==> run_1/congestion_map.png <==
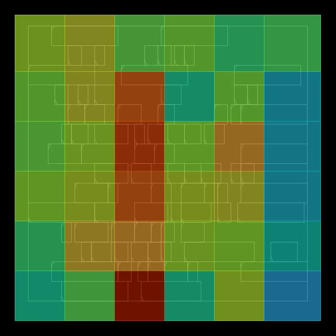
==> run_1/ff_map.png <==
Scale: 12 px per um. Other sequential cells in the stronger gray, the rest of the logic in the fainter gray.
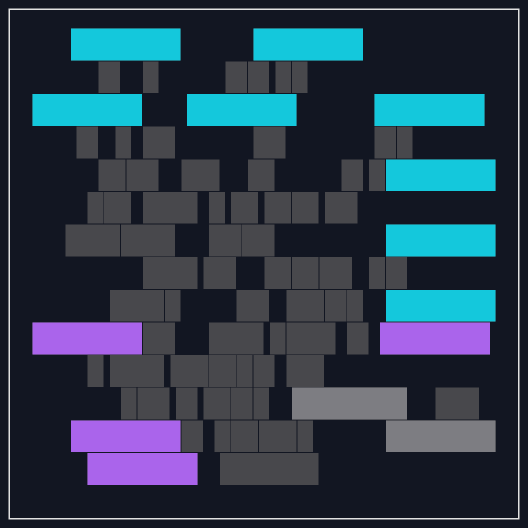
==> run_1/port_trees.png <==
Scale: 12 px per um.
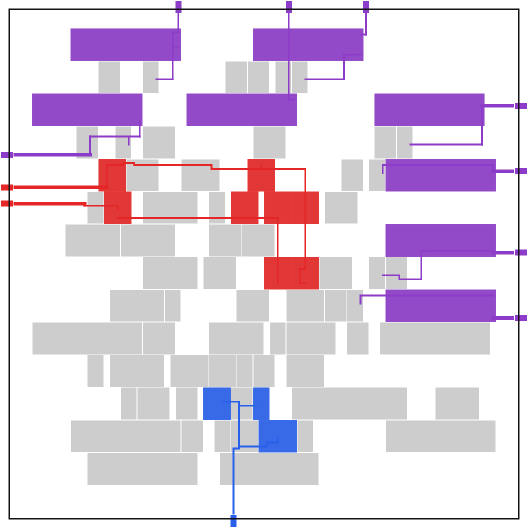
<file path="src/rtl/field_packer_pkg.sv">
// field_packer_pkg: shared constants and state type for the field packer
package field_packer_pkg;
   localparam int FIELD_W = 2;
   localparam int NFIELDS = 4;
   localparam int SEL_W = $clog2(NFIELDS);
   localparam int WORD_W = FIELD_W * NFIELDS;
   localparam logic [NFIELDS-1:0] MASK_FULL = '1;
   typedef enum logic {FILL, FULL} state_t;
endpackage

</file>
<file path="src/rtl/field_max.sv">
// field_max: largest field of a word and its lowest index (ties go to lower index)
//   w  in  WORD_W  packed word, field n at w[FIELD_W*n +: FIELD_W]
//   mx out FIELD_W maximum field value
//   ix out SEL_W   lowest index holding mx
module field_max
   import field_packer_pkg::*;
(
   input  logic [WORD_W-1:0]  w,
   output logic [FIELD_W-1:0] mx,
   output logic [SEL_W-1:0]   ix
);
   always_comb begin
      mx = w[FIELD_W-1:0];
      ix = '0;
      for (int i = 1; i < NFIELDS; i++)
         if (w[i*FIELD_W +: FIELD_W] > mx) begin
            mx = w[i*FIELD_W +: FIELD_W];
            ix = SEL_W'(i);
         end
   end
endmodule

</file>
<file path="src/rtl/field_packer.sv">
// field_packer: assembles a word from individually written fields, hands it off via valid/ready
//   clk        in   clock, rising edge
//   rst_n      in   asynchronous active-low reset
//   clr        in   synchronous abort of the partial or held word
//   in_valid   in   field write request;  in_ready out: accepting writes (FILL)
//   sel, d     in   target field index and field data
//   out_valid  out  x holds a complete word; out_ready in: consumer takes it
//   x          out  assembled word;  mask out: fields written this word
//   dup        out  one-cycle pulse after an already-written field is overwritten
//   maxf, maxi out  (FIELD_PACKER_MAX_EN only) max field of the word and its lowest index
module field_packer
   import field_packer_pkg::*;
(
   input  logic               clk,
   input  logic               rst_n,
   input  logic               clr,
   input  logic               in_valid,
   output logic               in_ready,
   input  logic [SEL_W-1:0]   sel,
   input  logic [FIELD_W-1:0] d,
   output logic               out_valid,
   input  logic               out_ready,
   output logic [WORD_W-1:0]  x,
   output logic [NFIELDS-1:0] mask,
   output logic               dup
`ifdef FIELD_PACKER_MAX_EN
   ,
   output logic [FIELD_W-1:0] maxf,
   output logic [SEL_W-1:0]   maxi
`endif
);
   state_t state, state_n;
   logic wr, fin;
   logic [NFIELDS-1:0] sel_oh;
   logic [WORD_W-1:0] x_n;

   assign in_ready = state == FILL;
   assign out_valid = state == FULL;
   assign wr = in_valid && in_ready && !clr;
   assign sel_oh = NFIELDS'(1) << sel;
   // the write that fills the last empty field completes the word
   assign fin = wr && ((mask | sel_oh) == MASK_FULL);

   always_comb begin
      x_n = x;
      x_n[sel*FIELD_W +: FIELD_W] = d;
   end

   always_comb
      state_n = clr ? FILL : fin ? FULL : (out_valid && out_ready) ? FILL : state;

   always_ff @(posedge clk or negedge rst_n)
      if (!rst_n) state <= FILL;
      else state <= state_n;

   always_ff @(posedge clk or negedge rst_n)
      if (!rst_n) begin
         x <= '0;
         mask <= '0;
         dup <= 1'b0;
      end else if (clr) begin
         x <= '0;
         mask <= '0;
         dup <= 1'b0;
      end else begin
         dup <= wr && mask[sel];
         if (wr) begin
            x <= x_n;
            mask <= mask | sel_oh;
         end else if (out_valid && out_ready)
            mask <= '0;
      end

`ifdef FIELD_PACKER_MAX_EN
   logic [FIELD_W-1:0] mx;
   logic [SEL_W-1:0] ix;

   // evaluated on the word including the completing write
   field_max u_max (.w(x_n), .mx(mx), .ix(ix));

   always_ff @(posedge clk or negedge rst_n)
      if (!rst_n) begin
         maxf <= '0;
         maxi <= '0;
      end else if (clr) begin
         maxf <= '0;
         maxi <= '0;
      end else if (fin) begin
         maxf <= mx;
         maxi <= ix;
      end
`endif
endmodule

</file>
<file path="config.mk">
export PLATFORM = sky130hd
export DESIGN_NAME = field_packer
export DESIGN_NICKNAME = d
export VERILOG_FILES = /design/src/rtl/field_packer_pkg.sv /design/src/rtl/field_max.sv /design/src/rtl/field_packer.sv
export SDC_FILE = /design/constraint.sdc
export NUM_CORES = 1
export LEC_CHECK = 0
export CAP_MARGIN = 15
export CORE_MARGIN = 1.5
export CORE_UTILIZATION = 50
export DETAILED_ROUTE_END_ITERATION = 7
export DONT_BUFFER_PORTS = 1
export GPL_TIMING_DRIVEN = 0
export PLACE_DENSITY = 0.62
export SYNTH_ARGS = -nofsm -noshare
export SYNTH_HDL_FRONTEND = slang
export SYNTH_SLANG_ARGS = --single-unit
</file>
<file path="constraint.sdc">
create_clock -name clk -period 2.2 [get_ports clk]
set_input_delay 0.44 -clock clk [delete_from_list [all_inputs] [get_ports clk]]
set_output_delay 0.44 -clock clk [all_outputs]
set_load 0.1 [all_outputs]
</file>
==> results.toml, run 1 <==
# physical design summary
[drt]
drtIter0Drc = 5
wl_met1_um = 731
vias = 602
drc_errors = 0
finalWirelength_um = 1540

[hold_path]
min_path_type = "input port to flop"

[yosys]
synth-seq-area-share_pct = 45.3
topCombFamilyByArea = "simple AND/OR/NAND/NOR gates"
avgSynthCellArea_um2 = 10.0
ys_cells = 77
ys_warn_count = 0
adder_share_pct = 11.3
synth_cells = 77
mux_area_share_pct = 2.91

[cts]
htree_levels = 1
worst_skew_pair.late_latency_ns = 0.27
cts_buffers = 3
cts-root-buf = "clkbuf_4"
cts_tree = "built"
cts_sinks = 14

[finish]
layout-drive-gt1-share_pct = 9.76
final_cell_mix = "dfrtp_1 (13), nand2_1 (10), a21oi_1 (10)"
fin_area_um2 = 831
instances_no_fill = 98
fill_cells = 132

[die]
std_cell_rows = 14

[critical_path]
worst_path_max_delay_cell = "inv_1"
critPathArrivalTime_ns = 1.66
critPathRequiredTime_ns = 1.76
criticalPathCategory = "flop to output port"
worstPathMaxFanout = 10

[global_route]
grt_pass1_vias = 590
antenna_found_initial = 0

[power_and_ir_drop]
vdd_drop_max_mv = 0.389

[flow_run]
warning_count = 32

[final_timing]
final-setup-viol-count = 0
max_freq_mhz = 476

[status]
run_status = "finished clean"

[placement]
placed_cell_area_um2 = 795
Back to the opening pictures, congestion_map.png:
Final Util: 56.5%
M1 GR Usage: 25.2%
WL/cell: 15.7 um
Tot GR Track Use: 19.0%

Back to the opening pictures, ff_map.png:
- purple: mask (flops 4)
- cyan: x (flops 8)
- not colored: 2
seq pwr: 318 uW
Flop area: 352 um^2
flop share of the area: 42.3%

Back to the opening pictures, port_trees.png:
- blue: out_ready (direction input; edge bottom; end cells 3; buffers 0; wire 16.5 um)
- red: d (direction input; edge left; end cells 8; buffers 0; wire 65.4 um)
- purple: x (direction output; edge 4 right, 3 top, 1 left; end cells 8; buffers 0; wire 89.3 um)
io pins: 24
I/O Buffers: 0

-- run 1: routing by layer --
layer	vias to the layer above	GRT usage, %
met5	-	0
met2	29	29.2
met1	277	25.2
met4	0	6.88
met3	2	6.03
li1	294	-
-- run 1: flip-flops by register name, summed over array words and instances (netlist names) --
signal,count
x,8
mask,4
dup,1
out_valid,1
-- run 1: final cells by class --
type                    count  share of cell area, %
clock buffers               4                   3.16
well taps                  16                   2.41
multi-input cells          57                   47.1
inverters                   4                   1.81
flip-flops and latches     14                   42.3
repair buffers              1                   1.20
plain buffers               2                   1.96
-- run 1: metrics by stage --
stage | utilization, % | power [uW]
floorplan | - | 363
global placement | 54.0 | 371
detailed placement | 54.0 | 372
CTS | 56.5 | 528
global route | 56.5 | 548
finish | 56.5 | 522
-- run 1: power breakdown --
part	leakage, uW	internal (uW)	switching (uW)
registers	0.000191	262	55.6
clock network	0.0000150	70.0	78.4
logic	0.000157	24.5	31.1
-- run 1: final timing paths --
path,start,endpoint,depth (start not counted)
min reg2reg,x[1],x[1],2
max,out_valid,in_ready,1
max in group asynchronous,rst_n,out_valid,1
max reg2reg,out_valid,out_valid,2
min in group asynchronous,rst_n,dup,1
min,clr,x[6],1
-- run 1: synth_stat cells --
master,count
nor2b_2,1
o22ai_1,1
o22a_1,1
mux4_2,1
nand3b_1,4
nor3b_1,2
nor2_1,3
a21oi_1,10
o21ai_0,2
and3b_1,2
dfrtp_1,14
inv_1,4
nor2b_1,1
buf_6,1
a22oi_1,2
o32ai_1,1
nand4_1,8
buf_2,1
ha_1,7
or3_1,1
nand2_1,10
-- run 1: timing repair --
| action | in CTS | in global routing |
|---|---|---|
| hold endpoints to repair | 14 | 0 |
| hold buffers | 1 | 0 |
| buffers inserted | 0 | 0 |
| gates resized | 0 | 0 |
==> run 2, diff against run 1 <==
SLEW_MARGIN = 20   (was not set)
==> run_2/port_trees.png <==
Scale: 12 px per um.
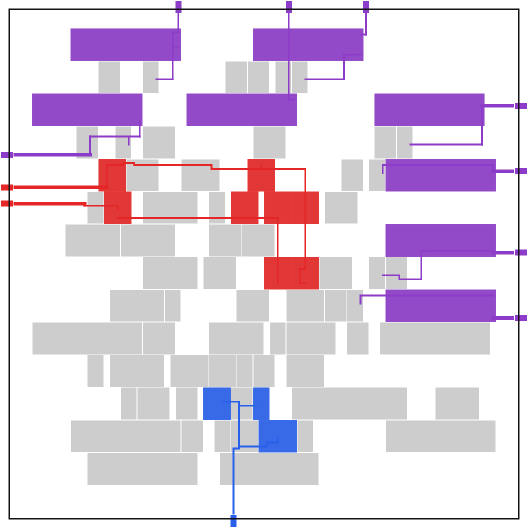
- red: d (direction input; edge left; end cells 8; buffers 0; wire 65.4 um)
- blue: out_ready (direction input; edge bottom; end cells 3; buffers 0; wire 16.5 um)
- purple: x (direction output; edge 4 right, 3 top, 1 left; end cells 8; buffers 0; wire 89.3 um)

==> results.toml, run 2 <==
# physical design summary
[die]
std_cell_rows = 14
io-pin-count = 24

[cts]
cts_tree = "built"
cts_sinks = 14
worst_skew_pair.late_latency_ns = 0.27
htree_levels = 1
cts-root-buf = "clkbuf_4"
postCtsResizedCells = 0
cts_buffers = 3

[yosys]
synth-seq-area-share_pct = 45.3
top_cell = "dfrtp_1"
synth-edff-count = 0
ys_warn_count = 0
avgSynthCellArea_um2 = 10.0

[power_and_ir_drop]
fin_total_pwr_uw = 522

[global_route]
grtUsageTotal_pct = 19.0

[critical_path]
critPathRequiredTime_ns = 1.76
critPathArrivalTime_ns = 1.66
criticalPathCategory = "flop to output port"

[status]
run_status = "finished clean"

[hold_path]
min_path_type = "input port to flop"

[drt]
drtIter0Drc = 5
finalWirelength_um = 1540

[placement]
placed_cell_area_um2 = 795
port_buffers = 0

[finish]
regMostFlops = "x"
fin_util_pct = 56.5
final_cell_mix = "dfrtp_1 (13), nand2_1 (10), a21oi_1 (10)"
instances_no_fill = 98
layout-drive-gt1-share_pct = 9.76

[flow_run]
warning_count = 32

[final_timing]
max_freq_mhz = 476
[run 2: cells by family (layout without fill, tap and decap cells)]
logic type | after synthesis | count (layout) | share of synthesized area, %
muxes | 1 | 1 | 2.91
DFF | 14 | 14 | 45.3
adders and majority gates | 7 | 7 | 11.3
and+or+nand+nor | 32 | 32 | 23.6
buffers and inverters | 6 | 11 | 4.04
AOI/OAI and AO/OA | 17 | 17 | 12.8
[run 2: worst paths after layout]
kind / startpoint / end / slack, ns / depth (start not counted)
max: out_valid / in_ready / 0.1 / 1
min: clr / x[6] / 0.22 / 1
max reg2reg: out_valid / out_valid / 0.30 / 2
min reg2reg: x[1] / x[1] / 1.00 / 2
max in group asynchronous: rst_n / out_valid / 1.14 / 1
min in group asynchronous: rst_n / dup / 0.62 / 1
[run 2: repair_timing]
item / CTS / global route
hold endpoints to repair: 14 / 0
setup buffers: 0 / 0
hold buffers: 1 / 0
[run 2: cell type report]
| cell class | instances | area [um^2] |
|---|---|---|
| Multi-Input combinational cell | 57 | 392 |
| Fill cell | 132 | 641 |
| Tap cell | 16 | 20.0 |
| Sequential cell | 14 | 352 |
| Inverter | 4 | 15.0 |
| Timing Repair Buffer | 1 | 10.0 |
| Clock buffer | 4 | 26.3 |
| Buffer | 2 | 16.3 |
[run 2: layer usage]
layer  share of wire (%)  vias up  track usage (%)
met5                   0        -                0
met4                0.85        0             6.88
met3                 7.0        2             6.03
met2                  44       29             29.2
met1                  48      277             25.2
li1                    -      294                -
[run 2: power by group]
part           switching [uW]  internal [uW]  total (uW)  leakage (uW)
Sequential               55.6            262         318      0.000191
Combinational            31.1           24.5        55.6      0.000157
Clock                    78.4           70.0         148     0.0000150
Total                     165            357         522      0.000364
==> run 3, diff against run 2 <==
CORE_MARGIN = not set   (was 1.5)
==> run_3/port_trees.png <==
Scale: 12 px per um.
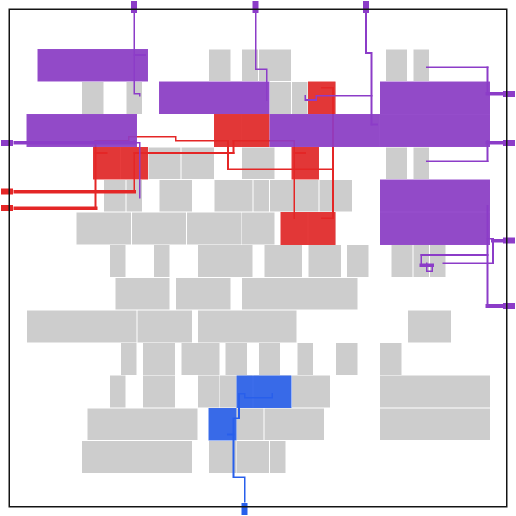
- red: d (direction input; edge left; end cells 8; buffers 0; wire 83.6 um)
- purple: x (direction output; edge 4 right, 3 top, 1 left; end cells 8; buffers 0; wire 90.2 um)
- blue: out_ready (direction input; edge bottom; end cells 3; buffers 0; wire 14.3 um)

==> results.toml, run 3 <==
# physical design summary
[critical_path]
worst_path_max_delay_cell = "inv_1"
criticalPathCategory = "flop to output port"

[final_timing]
max_freq_mhz = 473

[yosys]
ys_warn_count = 0
synth-seq-area-share_pct = 45.3
top_cells_by_count = "dfrtp_1 (14), a21oi_1 (10), nand2_1 (10), nand4_1 (8), ha_1 (7)"
flop_cell = "dfrtp_1"
ys_cells = 77

[power_and_ir_drop]
p_sw_uw = 172
clockPowerShare_pct = 33.3
power_frac_comb_pct = 10.0

[cts]
worst_skew_pair.late_latency_ns = 0.28
cts_sinks = 14
cts_tree = "built"

[drt]
drtIter0Drc = 14
routedWlPerCell_um = 15.8
drc_errors = 0

[finish]
fin_util_pct = 61.4
layout-drive-gt1-share_pct = 11.0

[status]
run_status = "finished clean"

[hold_path]
min_path_type = "input port to flop"

[global_route]
antenna_found_initial = 0
globalRouteMet2Util_pct = 31.3
top_usage_layer = "met2"
==> run 3: power by group through the flow <==
stage               clock [uW]  sequential [uW]  combinational [uW]
finish                     186              318                56.1
global placement             0              323                48.7
global route               203              319                63.1
CTS                        191              318                56.2
floorplan                    0              321                41.6
detailed placement           0              323                49.4
==> run 3: logic make-up after synthesis <==
group                      synth area share [%]
AOI/OAI and AO/OA                          12.8
adders and majority gates                  11.3
buffers and inverters                      4.04
DFF                                        45.3
muxes                                      2.91
and+or+nand+nor                            23.6
==> run 3: layout make-up <==
class	count	area [um^2]	share of cell area (%)
multi-input combinational	57	392	46.6
buffer	2	16.3	1.94
clock buffer	4	36.3	4.32
sequential	14	352	41.9
timing repair buffer	1	10.0	1.19
inverter	4	15.0	1.79
tap	15	18.8	2.24
==> run 3: stage by stage <==
| step | cells | hold WS, ns | cell area [um^2] | total power [uW] |
|---|---|---|---|---|
| 5_1_grt | 97 | 0.189 | 840 | 585 |
| 3_5_place_dp | 92 | 0.145 | 793 | 372 |
| 2_1_floorplan | 77 | 0.144 | 774 | 363 |
| 4_1_cts | 97 | 0.206 | 840 | 565 |
| 6_report | 97 | 0.209 | 840 | 560 |
| 3_3_place_gp | 92 | 0.145 | 793 | 371 |
==> run 3: worst register-to-register path, stage by stage, from the launching register on <==
cell     delay, ns
dfrtp_2       0.77
inv_1         0.60
o32ai_1       0.43
==> run 3: path summary, 6_finish.rpt <==
kind | from | endpoint | slack (ns) | depth (start not counted)
worst max register to register | out_valid | out_valid | 0.30 | 2
max in group asynchronous | rst_n | out_valid | 1.15 | 1
worst min register to register | x[0] | x[0] | 1.00 | 2
worst max-delay path | out_valid | in_ready | 0.09 | 1
min in group asynchronous | rst_n | x[7] | 0.61 | 1
worst min-delay path | clr | x[6] | 0.21 | 1
Power and IR drop assume default switching activity.
